===== src/rtl/key_pkg.sv =====
`timescale 1ns/1ps
`default_nettype none
// ============================================================================
// Module   : key_pkg
// Purpose  : Shared widths and FSM state encoding for the key sink.
// Revision : 1.0 - initial release
// ============================================================================
package key_pkg;

    localparam int KEY_W         = 256;
    localparam int WORD_W        = 32;
    localparam int IDX_W         = 6;
    localparam int WORDS_PER_KEY = KEY_W / WORD_W;

    typedef enum logic [1:0] {
        WAIT_KEY = 2'd0,
        STREAM   = 2'd1,
        HOLD     = 2'd2,
        RELEASE  = 2'd3
    } key_state_t;

endpackage
`default_nettype wire


===== src/rtl/key_word_serializer.sv =====
`timescale 1ns/1ps
`default_nettype none
// ============================================================================
// Module   : key_word_serializer
// Purpose  : Holds one key and presents it MSW-first on a valid/ready port.
//            KEY_ZEROIZE_EN clears the key and data after the final word.
// Revision : 1.0 - initial release
// ============================================================================
module key_word_serializer #(
    parameter int KEY_W  = 256,
    parameter int WORD_W = 32
) (
    input  logic              clk,
    input  logic              rst_n,
    input  logic              load,
    input  logic [KEY_W-1:0]  key_in,
    output logic [WORD_W-1:0] word_data,
    output logic              word_valid,
    output logic              word_last,
    input  logic              word_ready,
    output logic              last_xfer
);

    localparam int WORDS  = KEY_W / WORD_W;
    localparam int WIDX_W = (WORDS > 1) ? $clog2(WORDS) : 1;
    localparam logic [WIDX_W-1:0] LAST_IDX = WIDX_W'(WORDS - 1);

    logic [KEY_W-1:0]  r_key;
    logic [WIDX_W-1:0] r_idx;
    logic [WORD_W-1:0] r_data;
    logic              r_valid;
    logic              r_last;

    logic              w_xfer;
    logic [WIDX_W-1:0] w_idx_nxt;
    logic [KEY_W-1:0]  w_shifted;

    assign w_xfer    = r_valid & word_ready;
    assign w_idx_nxt = r_idx + 1'b1;
    // Next word is pre-selected so the register can reload every cycle (no bubbles).
    assign w_shifted = r_key << (int'(w_idx_nxt) * WORD_W);

    always_ff @(posedge clk or negedge rst_n) begin
        if (!rst_n) begin
            r_key   <= '0;
            r_idx   <= '0;
            r_data  <= '0;
            r_valid <= 1'b0;
            r_last  <= 1'b0;
        end else if (load) begin
            r_key   <= key_in;
            r_idx   <= '0;
            r_data  <= key_in[KEY_W-1 -: WORD_W];
            r_valid <= 1'b1;
            r_last  <= (WORDS == 1);
        end else if (w_xfer) begin
            if (r_last) begin
                r_valid <= 1'b0;
                r_last  <= 1'b0;
`ifdef KEY_ZEROIZE_EN
                r_key   <= '0;
                r_data  <= '0;
`endif
            end else begin
                r_idx   <= w_idx_nxt;
                r_data  <= w_shifted[KEY_W-1 -: WORD_W];
                r_last  <= (w_idx_nxt == LAST_IDX);
            end
        end
    end

    assign word_data  = r_data;
    assign word_valid = r_valid;
    assign word_last  = r_last;
    assign last_xfer  = w_xfer & r_last;

endmodule
`default_nettype wire


===== src/rtl/key_sink_ctrl.sv =====
`timescale 1ns/1ps
`default_nettype none
// ============================================================================
// Module   : key_sink_ctrl
// Purpose  : Captures a key from the generator, streams it downstream and
//            handshakes top_ready for the next one. Option: KEY_ZEROIZE_EN.
// Revision : 1.0 - initial release
// ============================================================================
module key_sink_ctrl #(
    parameter int KEY_W  = key_pkg::KEY_W,
    parameter int WORD_W = key_pkg::WORD_W,
    parameter int IDX_W  = key_pkg::IDX_W
) (
    input  logic              key_clk,
    input  logic              key_reset_n,
    input  logic [KEY_W-1:0]  private_key,
    input  logic              private_key_valid,
    output logic              top_ready,
    output logic [WORD_W-1:0] key_word_data,
    output logic              key_word_valid,
    input  logic              key_word_ready,
    output logic              key_word_last,
    input  logic              next_req,
    output logic [IDX_W-1:0]  key_count,
    output logic              busy
);

    import key_pkg::*;

    key_state_t       r_state;
    key_state_t       w_state_nxt;
    logic             w_capture;
    logic             w_last_xfer;
    logic             r_pend;
    logic             r_top_ready;
    logic             r_busy;
    logic [IDX_W-1:0] r_count;

    key_word_serializer #(
        .KEY_W  (KEY_W),
        .WORD_W (WORD_W)
    ) u_ser (
        .clk        (key_clk),
        .rst_n      (key_reset_n),
        .load       (w_capture),
        .key_in     (private_key),
        .word_data  (key_word_data),
        .word_valid (key_word_valid),
        .word_last  (key_word_last),
        .word_ready (key_word_ready),
        .last_xfer  (w_last_xfer)
    );

    always_comb begin
        w_state_nxt = r_state;
        w_capture   = 1'b0;
        case (r_state)
            WAIT_KEY: begin
                if (private_key_valid) begin
                    w_capture   = 1'b1;
                    w_state_nxt = STREAM;
                end
            end
            STREAM: begin
                if (w_last_xfer) begin
                    w_state_nxt = (r_pend || next_req) ? RELEASE : HOLD;
                end
            end
            HOLD: begin
                if (next_req) begin
                    w_state_nxt = RELEASE;
                end
            end
            RELEASE: begin
                w_state_nxt = WAIT_KEY;
            end
            default: begin
                w_state_nxt = WAIT_KEY;
            end
        endcase
    end

    // Status outputs are computed from the next state so they line up with it.
    always_ff @(posedge key_clk or negedge key_reset_n) begin
        if (!key_reset_n) begin
            r_state     <= WAIT_KEY;
            r_pend      <= 1'b0;
            r_top_ready <= 1'b0;
            r_busy      <= 1'b0;
            r_count     <= '0;
        end else begin
            r_state     <= w_state_nxt;
            r_top_ready <= (w_state_nxt == STREAM) || (w_state_nxt == HOLD);
            r_busy      <= (w_state_nxt != WAIT_KEY);
            if (w_capture) begin
                r_count <= r_count + 1'b1;
            end
            if (w_state_nxt == RELEASE) begin
                r_pend <= 1'b0;
            end else if ((r_state == STREAM) && next_req) begin
                r_pend <= 1'b1;
            end
        end
    end

    assign top_ready = r_top_ready;
    assign busy      = r_busy;
    assign key_count = r_count;

endmodule
`default_nettype wire


===== config.mk =====
export PLATFORM = sky130hd
export DESIGN_NAME = key_sink_ctrl
export DESIGN_NICKNAME = d
export VERILOG_FILES = /design/src/rtl/key_pkg.sv /design/src/rtl/key_word_serializer.sv /design/src/rtl/key_sink_ctrl.sv
export SDC_FILE = /design/constraint.sdc
export NUM_CORES = 1
export LEC_CHECK = 0
export ABC_CLOCK_PERIOD_IN_PS = 4100
export CORE_MARGIN = 2
export CORE_UTILIZATION = 55
export CTS_CLUSTER_DIAMETER = 100
export CTS_CLUSTER_SIZE = 25
export DETAILED_ROUTE_END_ITERATION = 10
export PLACE_DENSITY = 0.86
export SETUP_SLACK_MARGIN = 0.15
export SLEW_MARGIN = 20
export SYNTH_ARGS = -nofsm -noshare
export SYNTH_HDL_FRONTEND = slang
export SYNTH_SLANG_ARGS = --single-unit
export TNS_END_PERCENT = 50

===== constraint.sdc =====
create_clock -name key_clk -period 4.1 [get_ports key_clk]
set_input_delay 1.23 -clock key_clk [delete_from_list [all_inputs] [get_ports key_clk]]
set_output_delay 1.23 -clock key_clk [all_outputs]
set_load 0.05 [all_outputs]

Ports around the boundary:
Drawn at 2 px/micron. Pins as bars across the die edge, other pins in grey.
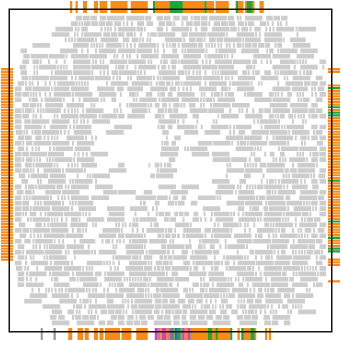
- magenta: key_count (pins 6; direction output; edge bottom)
- orange: private_key (pins 256; direction input; edge 71 left, 66 top, 60 bottom, 59 right)
- green: key_word_data (pins 32; direction output; edge 13 top, 10 bottom, 9 right)
- blue: private_key_valid (pins 1; direction input; edge bottom)
Port Buf Inserts: 302
die height: 160 microns

Clock wiring as the flow saved it:
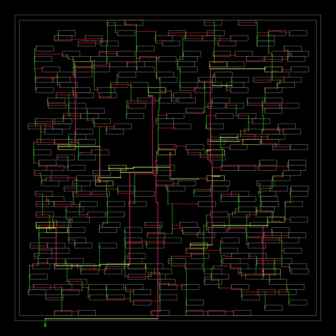
clkbuf count: 18
insertion delay to the later sink of the worst-skew pair: 0.51 ns
CTS Buf Count: 16

M4 wires:
Drawn at 2 px/micron.
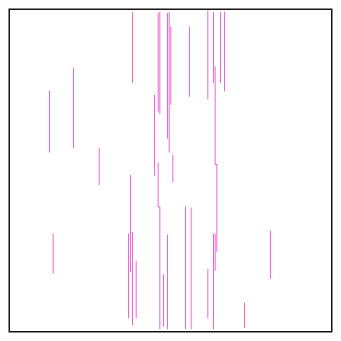
- share of all routed wire: 3.8%
- wire length on this layer: 1320 microns
- longest straight run: 70.0 microns
- nets with wire on the layer: 27
- main direction: vertical
Post-Route WL: 34.9 mm
total number of vias: 10600

## per-layer routing
metal	share of wire, %	routed length [microns]	track usage [%]
met4	3.8	1320	10.3
met2	47	16400	41.9
met1	43	14900	40.6
met3	6.5	2280	3.56
met5	0	0	0
## through the flow
stage	cells	setup WS (ns)	hold slack (ns)
detailed placement	1931	0.920	0.457
global placement	1931	1.04	0.451
finish	1955	1.03	0.474
floorplan	1372	1.76	0.440
CTS	1950	1.01	0.474
global route	1954	0.981	0.481
## sequential cells by signal (all words and copies together) (netlist names), 2 cells and up
register,cells
u_ser.word_data,32
u_ser.r_key,256
key_count,6
r_state,2
u_ser.r_idx,3
## where the power goes
group,total [mW],switching [mW],internal (mW)
clock,1.73,0.967,0.764
sequential,5.16,0.772,4.38
combinational,5.73,3.23,2.50
==> impl_metrics.csv <==
group,metric,value,unit
grt,grt_pass1_wl,55.9,mm
final_timing,rsz0062_at_grt,"no",
finish,n_sequential_cell,304,
clock_tree,cts.sinks,304,
synth,postSynthSeqShare,56.5,%
finish,final_cell_area,0.0170,sq mm
finish,largest_class,"sequential cells",
worst_setup_path,worstSetupPathType,"flop to output pin",
final_timing,slew_headroom,32.9,%
hold_path,min_from,"key_count[5]$_DFFE_PN0P_",
clock_tree,cts_resized,0,
finish,final_layout_top_logic_cells,"810 x nand2_1, 303 x dfrtp_1, 301 x clkdlybuf4s50_1, 64 x mux4_2, 32 x a22oi_1",
routing,drt-vias-per-instance,5.42,
synth,top_area_share,56.5,%
worst_setup_path,worst-path-max-fanout,7,
floorplan,fp-utilization,55.7,%
synth,compound_area_share,3.95,%
finish,area_delta_synth_final,26.4,%
synth,ys_ff,304,
synth,syn_area,0.0135,sq mm
worst_setup_path,cp_num_buf_inv,1,
status,status,"completed",
floorplan,core,0.0242,sq mm
synth,largest_area_cell,"dfrtp_1",
worst_setup_path,cp_top_family,"buffers and inverters",
final_timing,setup_tns,0,ns
synth,edf_count,0,
clock_tree,cts_tree,"yes",
place,hpwl,24.0,mm
synth,simple_gate_share,23.4,%
worst_setup_path,startpoint,"u_ser.word_valid$_DFFE_PN0P_",
synth,synth_top_flop_cell,"dfrtp_1",
worst_setup_path,reg2reg_slack,1.32,ns
finish,buffers,321,
synth,topCellsByArea,"dfrtp_1 56%, nand2_1 23%, mux4_2 11%",
floorplan,n_tap_cell,324,
hold_path,worstHoldPathType,"flop to flop",
synth,async_reset_ff_share,100,%
floorplan,fp.dieW,160,microns
hold_path,min_to,"key_count[5]$_DFFE_PN0P_",
grt,antenna_found_initial,4,
worst_setup_path,r2r_cells,5,
worst_setup_path,start_kind,"flop",
final_timing,hold_viol,0,
flow_run,warnings,40,
flow_run,drv_cap,0,
final_timing,report.final.slew_viol_count,0,
clock_tree,cts_buffer_depth,3,
synth,ys_chip_area,0.0135,sq mm
synth,top_logic_kind,"simple AND/OR/NAND/NOR gates",
synth,synthTopCellsByCount,"810 x nand2_1, 304 x dfrtp_1, 64 x mux4_2",
final_timing,tightest_slew,1.01,ns
worst_setup_path,crit_slowest_cell,"clkdlybuf4s50_1",
finish,drive_gt1_share,6.58,%
worst_setup_path,path_cells,"clkdlybuf4s50_1",
worst_setup_path,cp-end-kind,"output pin",
power_and_ir_drop,leakage,8.17,nW
synth,syn_avg_cell_area,9.82,sq um
floorplan,rows,57,
synth,xor_area_share,0.455,%
finish,inverters,4,
synth,ys_sh_adder,0.464,%
final_timing,finalSetupViolations,0,
power_and_ir_drop,peakVddDrop,418,uV
synth,synth.net_count,1638,
finish,seq_share,44.7,%
finish,buf_share,19.1,%
worst_setup_path,crit_arrival,1.84,ns
synth,most_common_cell,"nand2_1",
finish,clk_share,2.70,%
synth,netlist-cell-type-count,30,
Power is estimated from default activity; no workload was simulated.
